$ cat config.mk
export PLATFORM = sky130hd
export DESIGN_NAME = input_debouncer
export DESIGN_NICKNAME = d
export VERILOG_FILES = /design/src/rtl/input_debouncer.sv
export SDC_FILE = /design/constraint.sdc
export NUM_CORES = 1
export LEC_CHECK = 0
export CAP_MARGIN = 20
export CORE_MARGIN = 5
export CORE_UTILIZATION = 25
export DETAILED_ROUTE_END_ITERATION = 6
export PLACE_DENSITY = 0.41
export SYNTH_ARGS = -nofsm -noshare
export SYNTH_HDL_FRONTEND = slang
export SYNTH_SLANG_ARGS = --single-unit
$ cat constraint.sdc
create_clock -name clk -period 1.8 [get_ports clk]
set_input_delay 0.27 -clock clk [delete_from_list [all_inputs] [get_ports clk]]
set_output_delay 0.27 -clock clk [all_outputs]
set_load 0.005 [all_outputs]
$ cat src/rtl/input_debouncer.sv
// Two-flop synchroniser plus a two-state qualify FSM; dout only flips after STABLE_CYCLES of agreement.
// Optional on/off latch output enabled by defining INPUT_DEBOUNCER_TOGGLE_EN.
module input_debouncer #(
   parameter int   STABLE_CYCLES = 50000,
   parameter int   CNT_W         = 16,
   parameter logic RESET_LEVEL   = 1'b0
) (
   input  logic clk,
   input  logic rst,
   input  logic din,
   output logic dout,
   output logic rise_pulse,
   output logic fall_pulse,
   output logic busy
`ifdef INPUT_DEBOUNCER_TOGGLE_EN
   ,
   output logic toggle
`endif
);

   typedef enum logic {
      STABLE = 1'b0,
      SETTLE = 1'b1
   } state_t;

   localparam logic [CNT_W-1:0] CNT_LAST = CNT_W'(STABLE_CYCLES - 1);

   state_t           state, state_nxt;
   logic             sync1, sync2;
   logic [CNT_W-1:0] cnt, cnt_nxt;
   logic             dout_nxt, rise_nxt, fall_nxt;

   generate
      if (STABLE_CYCLES < 1 || (2 ** CNT_W) <= STABLE_CYCLES) begin : g_param_check
         $error("input_debouncer: need STABLE_CYCLES >= 1 and 2**CNT_W > STABLE_CYCLES");
      end
   endgenerate

   always_ff @(posedge clk or posedge rst) begin
      if (rst) begin
         sync1 <= RESET_LEVEL;
         sync2 <= RESET_LEVEL;
      end else begin
         sync1 <= din;
         sync2 <= sync1;
      end
   end

   always_ff @(posedge clk or posedge rst) begin
      if (rst) begin
         state      <= STABLE;
         cnt        <= '0;
         dout       <= RESET_LEVEL;
         rise_pulse <= 1'b0;
         fall_pulse <= 1'b0;
      end else begin
         state      <= state_nxt;
         cnt        <= cnt_nxt;
         dout       <= dout_nxt;
         rise_pulse <= rise_nxt;
         fall_pulse <= fall_nxt;
      end
   end

   // A commit registers the new level and its strobe on the same edge.
   always_comb begin
      state_nxt = state;
      cnt_nxt   = cnt;
      dout_nxt  = dout;
      rise_nxt  = 1'b0;
      fall_nxt  = 1'b0;
      case (state)
         STABLE: begin
            cnt_nxt = '0;
            if (sync2 != dout) begin
               if (STABLE_CYCLES == 1) begin
                  dout_nxt = sync2;
                  rise_nxt = sync2;
                  fall_nxt = ~sync2;
               end else begin
                  cnt_nxt   = CNT_W'(1);
                  state_nxt = SETTLE;
               end
            end
         end
         SETTLE: begin
            if (sync2 == dout) begin
               cnt_nxt   = '0;
               state_nxt = STABLE;
            end else if (cnt == CNT_LAST) begin
               cnt_nxt   = '0;
               state_nxt = STABLE;
               dout_nxt  = sync2;
               rise_nxt  = sync2;
               fall_nxt  = ~sync2;
            end else begin
               cnt_nxt = cnt + CNT_W'(1);
            end
         end
         default: begin
            state_nxt = STABLE;
            cnt_nxt   = '0;
         end
      endcase
   end

   assign busy = (state == SETTLE);

`ifdef INPUT_DEBOUNCER_TOGGLE_EN
   always_ff @(posedge clk or posedge rst) begin
      if (rst) begin
         toggle <= 1'b0;
      end else if (rise_pulse) begin
         toggle <= ~toggle;
      end
   end
`endif

endmodule

### The metal 1 layer

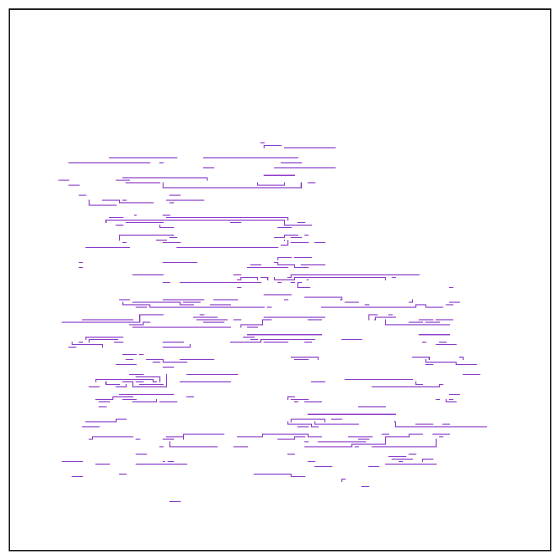
nets with wire on the layer: 114
wire length on this layer: 882 µm
main direction: horizontal
longest straight run: 24.4 µm

### M2 wires

Cells faint in the background.
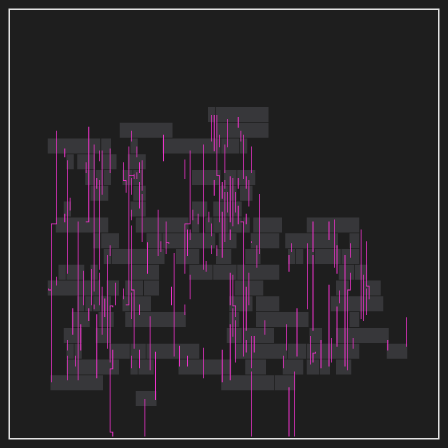
wire length on this layer: 962 µm
longest straight run: 27.2 µm
nets with wire on the layer: 103
share of all routed wire: 50%

==> impl_summary.log <==
[report] implementation figures
INFO  metric rows = 23
INFO  metric relative_contribution_of_the_clock_network_to_total_power = 0.373
INFO  metric grt.busiest_layer = met2
INFO  metric regToRegEndpoint = dout
INFO  metric comb_cells = 65
INFO  metric reg2reg_from = cnt[13]
INFO  metric final_layout_top_logic_cells = dfrtp_1, nor2_1, xnor2_1, buf_4, clkdlybuf4s50_1
INFO  metric dominant_power_group = sequential cells
INFO  metric place.detailed.instances = roughly 160
INFO  metric maximum_buffer_depth_of_the_clock_tree = 2
INFO  metric met2_usage = 0.143
INFO  metric most_common_cell = dfrtp_1
INFO  metric post_synth_most_frequent_cells = dfrtp_1, nor2_1, xnor2_1
INFO  metric hold_path_class = in -> async
INFO  metric clk_share = 0.0412
INFO  metric n_all_buffers = 23
INFO  metric worst_case_register_to_register_setup_slack = -180 ps
INFO  metric timing.final.setup_violations = 18
INFO  metric nWellTaps = 50
INFO  metric hold_buf_cts = 0
INFO  metric tritoncts = done
INFO  metric maxCapViolations = 0
INFO  metric clock_sink_count = 22
INFO  metric worstSetupStartpoint = cnt[13]
INFO  metric outcome = finished with violations
INFO  metric post_cts_resize_count = 1
INFO  metric drt_pass1_iterations = 4
INFO  metric seqAreaFraction = 0.412
INFO  metric floorplan.io_pins = 7
INFO  metric worstSkewPairLatency = 260 ps
INFO  metric synth.avg_cell_area = ~11 µm²
INFO  metric cp.arrival = ~2100 ps
INFO  metric power_switching = approximately 0.21 mW
INFO  metric placeableCoreArea = 0.00397 mm²
INFO  metric tightest_slew = between 300 and 400 ps
INFO  metric syn-instance-count = 94
INFO  metric top_signal_layer_used = met4
INFO  metric detail-route-antenna-nets = 0
INFO  metric dr_total_vias = 728
INFO  metric cts_buffers = 3
INFO  metric setup_slack = -185 ps
INFO  metric num-clock-buffers = 4
INFO  metric drt-initial-drc-count = 6
INFO  metric ir_drop = about 0.35 mV
INFO  metric clock_tree.root_cell = clkbuf_8
INFO  metric count_of_distinct_cell_types_in_the_synthesized_netlist = 22
INFO  metric global_route.overflow_total = 0
INFO  metric slew_violations = 0
INFO  metric groute.usage.overall = 0.0833
INFO  metric total_neg_setup_slack = -2420 ps
INFO  metric wirelength_routed = between 1500 and 2000 µm
INFO  metric async_sr_flop_fraction = 1.00
INFO  metric combAreaFraction = 0.331
INFO  metric logic_depth_of_the_worst_path_buffers_included = 4
INFO  metric fillerInstances = 410
INFO  metric final-instance-count-excl-fill = between 150 and 200
INFO  metric worstPathBufferInverterCount = 0
INFO  metric violations_in_the_final_reports = setup timing
INFO  metric power.combinational.total = 0.0833 mW
INFO  metric die_w = 73.8 µm
### Placement density heat map

The die is cut into 7 by 7 equal tiles; white is low, dark blue is high, 0 to 100% covered.
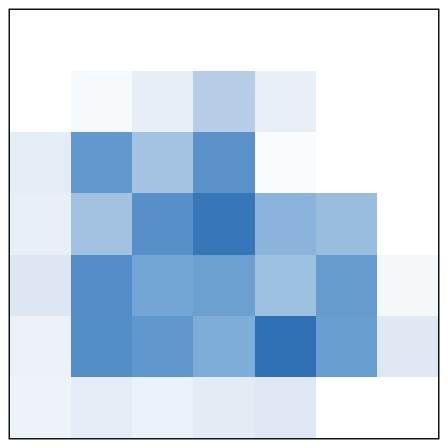
fullest tile: 74%
mean over tiles: 23%
nearly empty tiles: 31%
emptiest ninth of the die: north-east

### Selected gate families

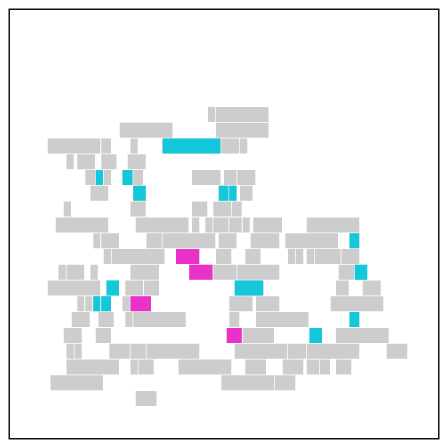
legend:
  magenta:
    family: AND and OR gates
    cells: 4
  cyan:
    family: NAND gates
    cells: 14

[kinds of logic (layout without fill, tap and decap cells)]
group	Yosys count	after routing	synth area share
compound gates	2	2	0.0111
xor+xnor	15	15	0.129
fa+ha+maj	1	1	0.0123
buf+inv	7	32	0.0443
flops	22	22	0.542
mux	1	1	0.0111
simple gates	46	46	0.250
[sequential cells by signal (all words and copies together), names as in the netlist]
signal,flops
cnt,16
busy,1
rise_pulse,1
sync2,1
dout,1
fall_pulse,1
sync1,1
[per-stage QoR]
stage	instance area (µm²)	worst slack, ps	total power, mW
finish	1340	-185	0.954
global route	1340	-219	1.01
CTS	1320	-182	0.970
detailed placement	1250	-176	0.605
global placement	1250	-171	0.605
floorplan	1030	-178	0.568
[worst min-delay path, cell delays in order]
cell,delay [ps]
clkdlybuf4s50_1,390
inv_1,70
buf_4,180
Power and IR drop assume default switching activity.
